--- src/rtl/shift_unit_arbiter.sv ---
// ============================================================================
//  Module   : shift_unit_arbiter
//  Purpose  : Round-robin arbiter that lets two requesters share one 32-bit
//             barrel shifter, with a single registered response slot.
//             Optional rotate-right: SHIFT_UNIT_ARBITER_ROR_EN
//  Revision : 1.0  initial release
// ============================================================================
`default_nettype none

module shift_unit_arbiter #(
  parameter int WIDTH = 32,
  parameter int SHW   = 5
) (
  input  logic             clk,
  input  logic             rstb,
  input  logic             a_valid,
  output logic             a_ready,
  input  logic [WIDTH-1:0] a_data,
  input  logic [SHW-1:0]   a_shamt,
  input  logic [1:0]       a_op,
  input  logic             b_valid,
  output logic             b_ready,
  input  logic [WIDTH-1:0] b_data,
  input  logic [SHW-1:0]   b_shamt,
  input  logic [1:0]       b_op,
  output logic             rsp_valid,
  input  logic             rsp_ready,
  output logic             rsp_id,
  output logic [WIDTH-1:0] rsp_data
);

  localparam logic [1:0] c_op_srl = 2'b00;
  localparam logic [1:0] c_op_sra = 2'b01;
  localparam logic [1:0] c_op_sll = 2'b10;
  localparam logic [1:0] c_op_ror = 2'b11;
  localparam logic       c_id_a   = 1'b0;
  localparam logic       c_id_b   = 1'b1;

  logic             r_prio;
  logic             r_valid;
  logic             r_id;
  logic [WIDTH-1:0] r_data;

  logic             w_space;
  logic             w_grant_a;
  logic             w_grant_b;
  logic             w_accept;
  logic             w_sel_b;
  logic [WIDTH-1:0] w_data;
  logic [SHW-1:0]   w_shamt;
  logic [1:0]       w_op;
  logic             w_fill;
  logic             w_wrap;
  logic [WIDTH-1:0] w_pre;
  logic [WIDTH-1:0] w_stage;
  logic [WIDTH-1:0] w_tmp;
  logic [WIDTH-1:0] w_result;

  function automatic logic [WIDTH-1:0] bitrev(input logic [WIDTH-1:0] v);
    logic [WIDTH-1:0] r;
    for (int i = 0; i < WIDTH; i++) r[i] = v[WIDTH-1-i];
    return r;
  endfunction

  // Arbitration never looks at operand data, keeping valid->ready paths short.
  assign w_space   = !r_valid || rsp_ready;
  assign w_grant_a = a_valid && (!b_valid || (r_prio == c_id_a));
  assign w_grant_b = b_valid && (!a_valid || (r_prio == c_id_b));
  assign a_ready   = w_space && w_grant_a;
  assign b_ready   = w_space && w_grant_b;
  assign w_accept  = a_ready || b_ready;
  assign w_sel_b   = w_grant_b;

  assign w_data  = w_sel_b ? b_data  : a_data;
  assign w_shamt = w_sel_b ? b_shamt : a_shamt;
  assign w_op    = w_sel_b ? b_op    : a_op;
  assign w_fill  = (w_op == c_op_sra) && w_data[WIDTH-1];

`ifdef SHIFT_UNIT_ARBITER_ROR_EN
  assign w_wrap = (w_op == c_op_ror);
`else
  assign w_wrap = 1'b0;
`endif

  // Right-shift-only datapath; left shifts are handled by reversing around it.
  always_comb begin
    w_pre   = (w_op == c_op_sll) ? bitrev(w_data) : w_data;
    w_stage = w_pre;
    w_tmp   = '0;
    for (int s = 0; s < SHW; s++) begin
      for (int i = 0; i < WIDTH; i++) begin
        if ((i + (1 << s) >= WIDTH) && !w_wrap)
          w_tmp[i] = w_fill;
        else
          w_tmp[i] = w_stage[SHW'((i + (1 << s)) % WIDTH)];
      end
      if (w_shamt[s]) w_stage = w_tmp;
    end
    w_result = (w_op == c_op_sll) ? bitrev(w_stage) : w_stage;
  end

  always_ff @(posedge clk or negedge rstb) begin
    if (!rstb) begin
      r_prio  <= c_id_a;
      r_valid <= 1'b0;
      r_id    <= c_id_a;
      r_data  <= '0;
    end else if (w_accept) begin
      r_prio  <= w_sel_b ? c_id_a : c_id_b;
      r_valid <= 1'b1;
      r_id    <= w_sel_b;
      r_data  <= w_result;
    end else if (rsp_ready) begin
      r_valid <= 1'b0;
    end
  end

  assign rsp_valid = r_valid;
  assign rsp_id    = r_id;
  assign rsp_data  = r_data;

endmodule

`default_nettype wire

--- config.mk ---
export PLATFORM = sky130hd
export DESIGN_NAME = shift_unit_arbiter
export DESIGN_NICKNAME = d
export VERILOG_FILES = /design/src/rtl/shift_unit_arbiter.sv
export SDC_FILE = /design/constraint.sdc
export NUM_CORES = 1
export LEC_CHECK = 0
export CAP_MARGIN = 25
export CORE_MARGIN = 4
export CORE_UTILIZATION = 40
export DETAILED_ROUTE_END_ITERATION = 8
export PLACE_DENSITY = 0.72
export SYNTH_ARGS = -nofsm -noshare
export SYNTH_HDL_FRONTEND = slang
export SYNTH_SLANG_ARGS = --single-unit
--- constraint.sdc ---
create_clock -name clk -period 3.2 [get_ports clk]
set_input_delay 0.8 -clock clk [delete_from_list [all_inputs] [get_ports clk]]
set_output_delay 0.8 -clock clk [all_outputs]
set_load 0.005 [all_outputs]
==> reports/writeup.txt <==
The flow ran to the end, and the final reports show no timing, DRC or antenna violations. In this run, synthesis inferred 0 flip-flops with an integrated enable. Counting pins that exceed their max-slew limit in the final report gives 0.

The run gives 0.408 for the core utilization at floorplan. Counting along the longest clock path gives a buffer depth of 2. STA shows the worst reg2reg path with a cell count of 10. The completed layout was analyzed and its total power is 2520 uW. In this run, synthesis produced a sequential element count of 35. The mux contribution to synthesized area is 0.236. The tally of buffers added on design ports was 118. The tools report the startpoint of the worst hold path as rsp_data[20].

The count of cells along the worst hold path came out at 2. For this design the ratio of total power to cell area is 440 nW/um^2. The die is 102 microns tall. The worst-case IR drop observed on VDD is 305 uV. Endpoints with negative setup slack in the final report add up to 0. With the worst-skew pair later-pin latency at 290 ps, the xor and xnor fraction of the mapped netlist area is 0.

The tightest hold path in the finished design has a slack of 495 ps. STA lists the maximum fanout along the critical path as 5. The share of power burned in the clock network was 0.133.

Counting only logic cells after layout, the most numerous master is sky130_fd_sc_hd__clkdlybuf4s50_1. The tools report the total I/O pin count as 119. Fraction of synthesized cell area taken by the top area cell type: 0.247. According to the floorplan log, the row count is 34.

The destination of the worst hold path is rsp_data[20]. The number of distinct standard cells referenced by the synthesized netlist was 58; the final critical path time including I/O delays and setup was 3110 ps.
[metrics by stage]
| stage | util | cell area (sq um) | setup slack (ps) | std cells | setup TNS (ps) |
|---|---|---|---|---|---|
| after floorplan | - | 3540 | 541 | 442 | 0 |
| after global placement | 0.634 | 5500 | -350 | 739 | -6000 |
| after detailed placement | 0.634 | 5500 | -377 | 739 | -7530 |
| after CTS | 0.645 | 5600 | 17.8 | 746 | 0 |
| after global routing | 0.660 | 5730 | -14.3 | 746 | -14.3 |
| final | 0.660 | 5730 | 91.7 | 746 | 0 |
[power groups by stage]
stage / registers [uW] / logic [uW] / clock network (uW)
global placement: 665 / 1460 / 0
CTS: 664 / 1480 / 342
detailed placement: 671 / 1470 / 0
floorplan: 669 / 624 / 0
global route: 680 / 1640 / 355
finish: 664 / 1520 / 335
[state kept, by name (all words and copies together) (netlist names)]
| register | flops |
|---|---|
| rsp_data | 32 |
| rsp_valid | 1 |
| r_prio | 1 |
| rsp_id | 1 |
[worst max-delay path: cells and delay by family]
| kind | cells | cell delay (ps) |
|---|---|---|
| buffers and inverters | 4 | 1050 |
| AND-OR/OR-AND | 5 | 890 |
| AND/OR/NAND/NOR | 2 | 270 |
| multiplexers | 1 | 290 |
[what timing repair did]
action	4_1_cts	5_1_grt
setup buffers	0	0
hold endpoints to repair	0	0
pin swaps	0	2
gates resized	7	26
endpoints found under the setup margin	12	17
[synth_stat cells, drive strengths merged (3+ instances only)]
| master | n |
|---|---|
| mux2i | 65 |
| nand2 | 52 |
| nor2 | 39 |
| dfrtp | 35 |
| o21ai | 33 |
| a21oi | 29 |
| o22ai | 25 |
| clkbuf | 19 |
| buf | 17 |
| nor3 | 17 |
| nand3 | 9 |
| mux2 | 8 |
| nand2b | 8 |
| a211oi | 6 |
| a21o | 6 |
| a22oi | 6 |
| o211ai | 6 |
| inv | 5 |
| a31oi | 4 |
| mux4 | 4 |
| o31ai | 4 |
| a221oi | 3 |
| and3 | 3 |
| nand4 | 3 |
| nor2b | 3 |
| o2111ai | 3 |
| or2 | 3 |
[cell type report]
class	instances	area (sq um)
timing repair buffer	225	2010
fill	724	2950
multi-input combinational	366	2600
tap	108	135
inverter	5	18.8
sequential	35	876
clock buffer	6	82.6
clock inverter	1	5.00
[metal layers]
metal | wire, microns | share of wire | vias up | GRT usage
li1 | - | - | 2066 | -
met4 | 626 | 0.040 | 0 | 0.127
met5 | 0 | 0 | - | 0
met1 | 6510 | 0.41 | 2076 | 0.381
met2 | 7320 | 0.47 | 244 | 0.504
met3 | 1290 | 0.082 | 45 | 0.0410
[how the worst max path moves through the flow]
| stage | cells past startpoint | slack, ps | to | startpoint |
|---|---|---|---|---|
| after global routing | 11 | -10 | rsp_data[27] | a_op[0] |
| after global placement | 11 | -350 | rsp_data[2] | a_valid |
| final | 12 | 90 | rsp_data[26] | a_op[0] |
| after floorplan | 10 | 540 | rsp_data[26] | b_op[0] |
| after CTS | 12 | 20 | rsp_data[26] | a_op[0] |
| after detailed placement | 11 | -380 | rsp_data[26] | b_op[0] |
Congestion heat map:
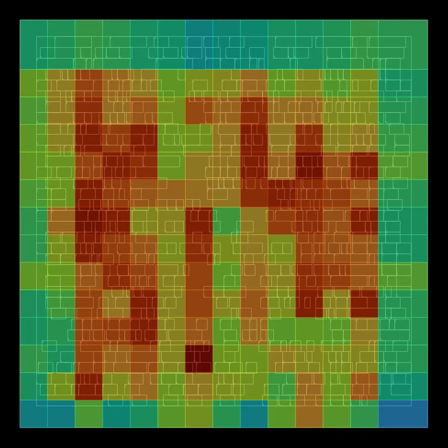
most utilized layer in the global route result: met2
met2 capacity usage during global routing: 0.504
routed length per instance: 21.1 microns

Sizing map:
(4 px per micron)
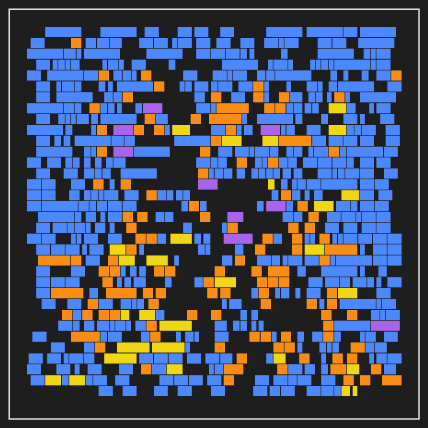
orange -> drive 3 to 4  # cells 117, share 18%, most used buf_4
purple -> drive 6 and up  # cells 9, share 1.4%, most used clkbuf_8
blue -> drive 1 or less  # cells 484, share 76%, most used clkdlybuf4s50_1
yellow -> drive 2  # cells 28, share 4.4%, most used mux2_2
total of plain and repair buffers excluding clock buffers: 225
Finished Cell Area: 5730 sq um

M1 wires:
(4 px per micron)
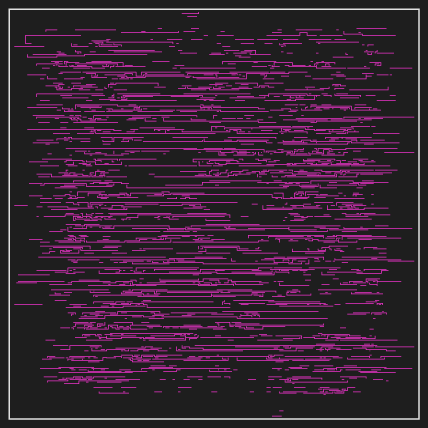
wire length on this layer = 6510 microns
nets with wire on the layer = 645
M1 GR Usage: 0.381
wirelength, routed: 15700 microns

Power is estimated from default activity; no workload was simulated.
